**Signal wires on met1**

Scale bar: 20 um. Cells faint in the background.
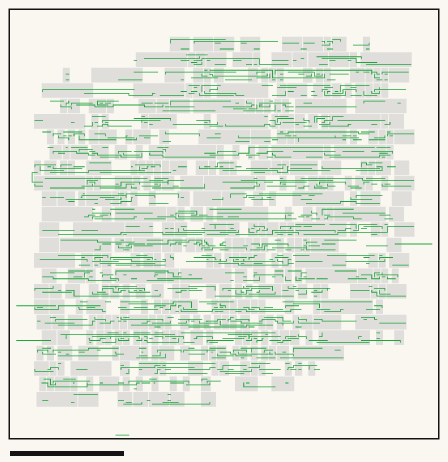
**M2 wires**

Scale bar: 20 um. Cells faint in the background.
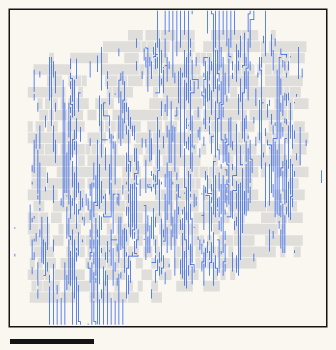
**Metal 3**

Scale bar: 20 um. Cells faint in the background.
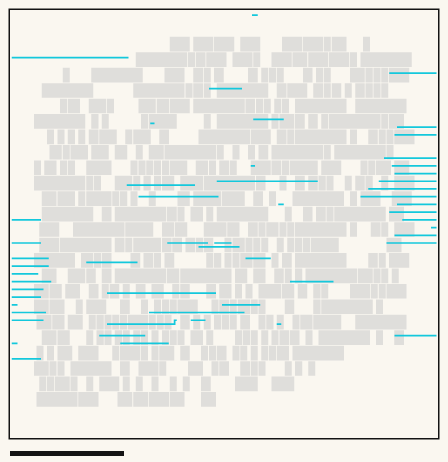
**Pin map**

Scale bar: 20 um. Pins as bars across the die edge, other pins in grey.
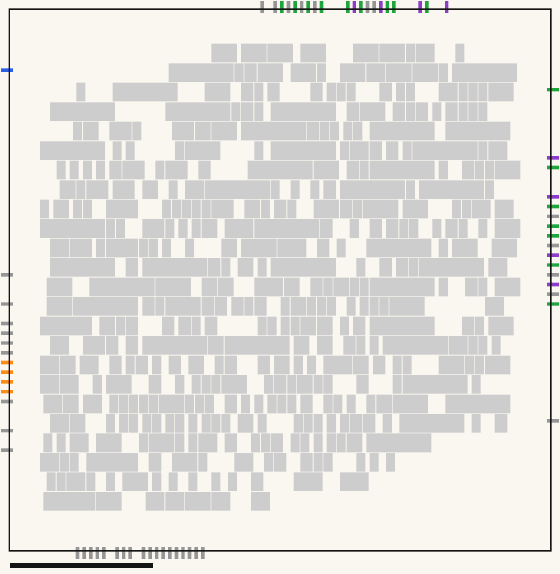
`src/rtl/uart_cmd_ctrl.sv`:
```
// Command sequencer: decodes byte-framed commands from the UART RX path, drives register-file
// writes/reads and ALU operations, then queues response bytes into the TX FIFO.
module uart_cmd_ctrl #(
  parameter int unsigned    DW          = 8,
  parameter int unsigned    AW          = 4,
  parameter int unsigned    TIMEOUT     = 255,
  parameter logic [DW-1:0]  CMD_WR      = 8'hAA,
  parameter logic [DW-1:0]  CMD_RD      = 8'hBB,
  parameter logic [DW-1:0]  CMD_ALU_OP  = 8'hCC,
  parameter logic [DW-1:0]  CMD_ALU_NOP = 8'hDD
) (
  input  logic            CLK,
  input  logic            RST,
  input  logic [DW-1:0]   RX_P_DATA,
  input  logic            RX_D_VLD,
  input  logic [DW-1:0]   RdData,
  input  logic            RdData_Valid,
  input  logic [2*DW-1:0] ALU_OUT,
  input  logic            ALU_OUT_VLD,
  input  logic            FIFO_FULL,
  output logic [AW-1:0]   Address,
  output logic            WrEn,
  output logic            RdEn,
  output logic [DW-1:0]   WrData,
  output logic            ALU_EN,
  output logic [3:0]      ALU_FUN,
  output logic            CLK_EN,
  output logic [DW-1:0]   TX_P_DATA,
  output logic            WR_INC,
  output logic            cmd_err
);

  // Wide enough to hold TIMEOUT-1.
  localparam int unsigned CW = (TIMEOUT > 2) ? $clog2(TIMEOUT) : 1;

  typedef enum logic [3:0] {
    StIdle, StWrAddr, StWrData, StRdAddr, StRdWait,
    StAluA, StAluB, StAluFn, StAluWait, StTxSend
  } state_e;

  state_e            state_q, state_d;
  logic [AW-1:0]     addr_q, addr_d;
  logic [2*DW-1:0]   result_q, result_d;
  logic              byte_idx_q, byte_idx_d;
  logic [1:0]        tx_len_q, tx_len_d;
  logic [CW-1:0]     cnt_q, cnt_d;

  logic cmd_known;
  logic timed_out;

  assign cmd_known = (RX_P_DATA == CMD_WR) || (RX_P_DATA == CMD_RD) ||
                     (RX_P_DATA == CMD_ALU_OP) || (RX_P_DATA == CMD_ALU_NOP);
  assign timed_out = (cnt_q == CW'(TIMEOUT - 1));

  // Next-state, operand capture and timeout counting.
  always_comb begin
    state_d    = state_q;
    addr_d     = addr_q;
    result_d   = result_q;
    byte_idx_d = byte_idx_q;
    tx_len_d   = tx_len_q;
    cnt_d      = cnt_q;
    case (state_q)
      StIdle: begin
        if (RX_D_VLD) begin
          if (RX_P_DATA == CMD_WR)           state_d = StWrAddr;
          else if (RX_P_DATA == CMD_RD)      state_d = StRdAddr;
          else if (RX_P_DATA == CMD_ALU_OP)  state_d = StAluA;
          else if (RX_P_DATA == CMD_ALU_NOP) state_d = StAluFn;
        end
      end
      StWrAddr: if (RX_D_VLD) begin
        addr_d  = RX_P_DATA[AW-1:0];
        state_d = StWrData;
      end
      StWrData: if (RX_D_VLD) state_d = StIdle;
      StRdAddr: if (RX_D_VLD) begin
        cnt_d   = '0;
        state_d = StRdWait;
      end
      StRdWait: begin
        // A valid strobe on the timeout cycle takes priority over the error.
        if (RdData_Valid) begin
          result_d[DW-1:0] = RdData;
          tx_len_d         = 2'd1;
          byte_idx_d       = 1'b0;
          state_d          = StTxSend;
        end else if (timed_out) begin
          state_d = StIdle;
        end else begin
          cnt_d = cnt_q + 1'b1;
        end
      end
      StAluA: if (RX_D_VLD) state_d = StAluB;
      StAluB: if (RX_D_VLD) state_d = StAluFn;
      StAluFn: if (RX_D_VLD) begin
        cnt_d   = '0;
        state_d = StAluWait;
      end
      StAluWait: begin
        if (ALU_OUT_VLD) begin
          result_d   = ALU_OUT;
          tx_len_d   = 2'd2;
          byte_idx_d = 1'b0;
          state_d    = StTxSend;
        end else if (timed_out) begin
          state_d = StIdle;
        end else begin
          cnt_d = cnt_q + 1'b1;
        end
      end
      StTxSend: begin
        if (!FIFO_FULL) begin
          byte_idx_d = ~byte_idx_q;
          if ({1'b0, byte_idx_q} == tx_len_q - 2'd1) state_d = StIdle;
        end
      end
      default: state_d = StIdle;
    endcase
  end

  // Mealy output decode; gated by RST so every strobe drops as soon as reset asserts.
  always_comb begin
    Address   = '0;
    WrEn      = 1'b0;
    RdEn      = 1'b0;
    WrData    = '0;
    ALU_EN    = 1'b0;
    ALU_FUN   = '0;
    CLK_EN    = 1'b0;
    TX_P_DATA = '0;
    WR_INC    = 1'b0;
    cmd_err   = 1'b0;
    if (RST) begin
      case (state_q)
        StIdle:   cmd_err = RX_D_VLD && !cmd_known;
        StWrData: if (RX_D_VLD) begin
          WrEn    = 1'b1;
          Address = addr_q;
          WrData  = RX_P_DATA;
        end
        StRdAddr: if (RX_D_VLD) begin
          RdEn    = 1'b1;
          Address = RX_P_DATA[AW-1:0];
        end
        StRdWait: cmd_err = !RdData_Valid && timed_out;
        StAluA: if (RX_D_VLD) begin
          WrEn    = 1'b1;
          Address = AW'(0);
          WrData  = RX_P_DATA;
        end
        StAluB: if (RX_D_VLD) begin
          WrEn    = 1'b1;
          Address = AW'(1);
          WrData  = RX_P_DATA;
        end
        StAluFn: begin
          CLK_EN = 1'b1;
          if (RX_D_VLD) begin
            ALU_EN  = 1'b1;
            ALU_FUN = RX_P_DATA[3:0];
          end
        end
        StAluWait: begin
          CLK_EN  = 1'b1;
          cmd_err = !ALU_OUT_VLD && timed_out;
        end
        StTxSend: begin
          TX_P_DATA = byte_idx_q ? result_q[2*DW-1:DW] : result_q[DW-1:0];
          WR_INC    = !FIFO_FULL;
        end
        default: ;
      endcase
    end
  end

  // State and datapath registers.
  always_ff @(posedge CLK or negedge RST) begin
    if (!RST) begin
      state_q    <= StIdle;
      addr_q     <= '0;
      result_q   <= '0;
      byte_idx_q <= 1'b0;
      tx_len_q   <= '0;
      cnt_q      <= '0;
    end else begin
      state_q    <= state_d;
      addr_q     <= addr_d;
      result_q   <= result_d;
      byte_idx_q <= byte_idx_d;
      tx_len_q   <= tx_len_d;
      cnt_q      <= cnt_d;
    end
  end

endmodule

```
`config.mk`:
```
export PLATFORM = sky130hd
export DESIGN_NAME = uart_cmd_ctrl
export DESIGN_NICKNAME = d
export VERILOG_FILES = /design/src/rtl/uart_cmd_ctrl.sv
export SDC_FILE = /design/constraint.sdc
export NUM_CORES = 1
export LEC_CHECK = 0
export ABC_AREA = 1
export CORE_MARGIN = 4
export CORE_UTILIZATION = 52
export DETAILED_ROUTE_END_ITERATION = 7
export PLACE_DENSITY = 0.86
export SETUP_SLACK_MARGIN = 0.3
export SLEW_MARGIN = 10
export SYNTH_ARGS = -nofsm -noshare
export SYNTH_HDL_FRONTEND = slang
export SYNTH_SLANG_ARGS = --single-unit
```
`constraint.sdc`:
```
create_clock -name CLK -period 4.02 [get_ports CLK]
set_input_delay 0.804 -clock CLK [delete_from_list [all_inputs] [get_ports CLK]]
set_output_delay 0.804 -clock CLK [all_outputs]
set_load 0.1 [all_outputs]
```
==> metrics.cfg <==
[layout]
signal_buffers=68
clock_buffers=8
fin_util=0.7138
sh_comb_area=0.4174
fillerInstances=377
inv_count=39
drive_gt1_frac=0.2052
seq-cell-share=0.2799

[critical_path]
r2r_setup_slack_ps=2330
worstReg2RegStart=state_q[3]$_DFFE_PN0P_
path_depth=8
worstPathArrival_ps=2410
path_cells=clkdlybuf4s50_1 -> inv_2 -> nand2_1 -> nor2_1 -> o21ai_0 -> nand4_1 -> a21oi_1 -> buf_12
slowest_stage=clkdlybuf4s50_1
worstReg2RegEnd=cnt_q[3]$_DFFE_PN0P_
endpoint=cmd_err

[synth]
xor_share=0.01855
fa_ha_area_frac=0.01060
synth_area_per_cell_um2=6.651
largest_area_cell=dfrtp_1
synth_seq_share=0.3710

[power_and_ir_drop]
power_frac_comb=0.513
cell_internal_pwr_uw=940.4
clock_power_share=0.153
power.total_uw=1804
pg_comb_uw=925

[timing]
final-setup-viol-count=0
fin_skew_ps=4.933
relSlewSlack=0.6974

[placed_design]
dp_cells=468
pre_cts_slack_ps=806.2

[floorplanning]
die_area_um2=5682
ioPinCount=68
n_tap_cell=52

[job]
warning_count=28
drv_cap=0

[clock_tree]
post_cts_buffers=0

[global_routing]
grt-ovfl-total=0

[run_status]
outcome=finished, final reports clean

## Picture notes: 'signal wires on met1'
main direction	horizontal
longest straight run	22.1 um
wire length on this layer	2740 um
share of all routed wire	44%
nets with wire on the layer	405
GR Util met1: 0.2945
final wirelength: 6231 um

## Picture notes: 'M2 wires'
wire length on this layer	3040 um
share of all routed wire	49%
longest straight run	37.7 um
Via Count: 2478
Global Route met2 Usage: 0.3787

## Picture notes: 'metal 3'
main direction	horizontal
wire length on this layer	370 um
share of all routed wire	5.9%
longest straight run	20.2 um
grt met3 use: 0.04354

## Picture notes: 'pin map'
port	colour	pins	direction	edge
`ALU_FUN`	orange	4	output	west
`CLK`	blue	1	input	west
`ALU_OUT`	green	16	input	9 north, 7 east
`TX_P_DATA`	purple	8	output	4 east, 4 north
Die Span Y: 75.38 um
port bufs: 67

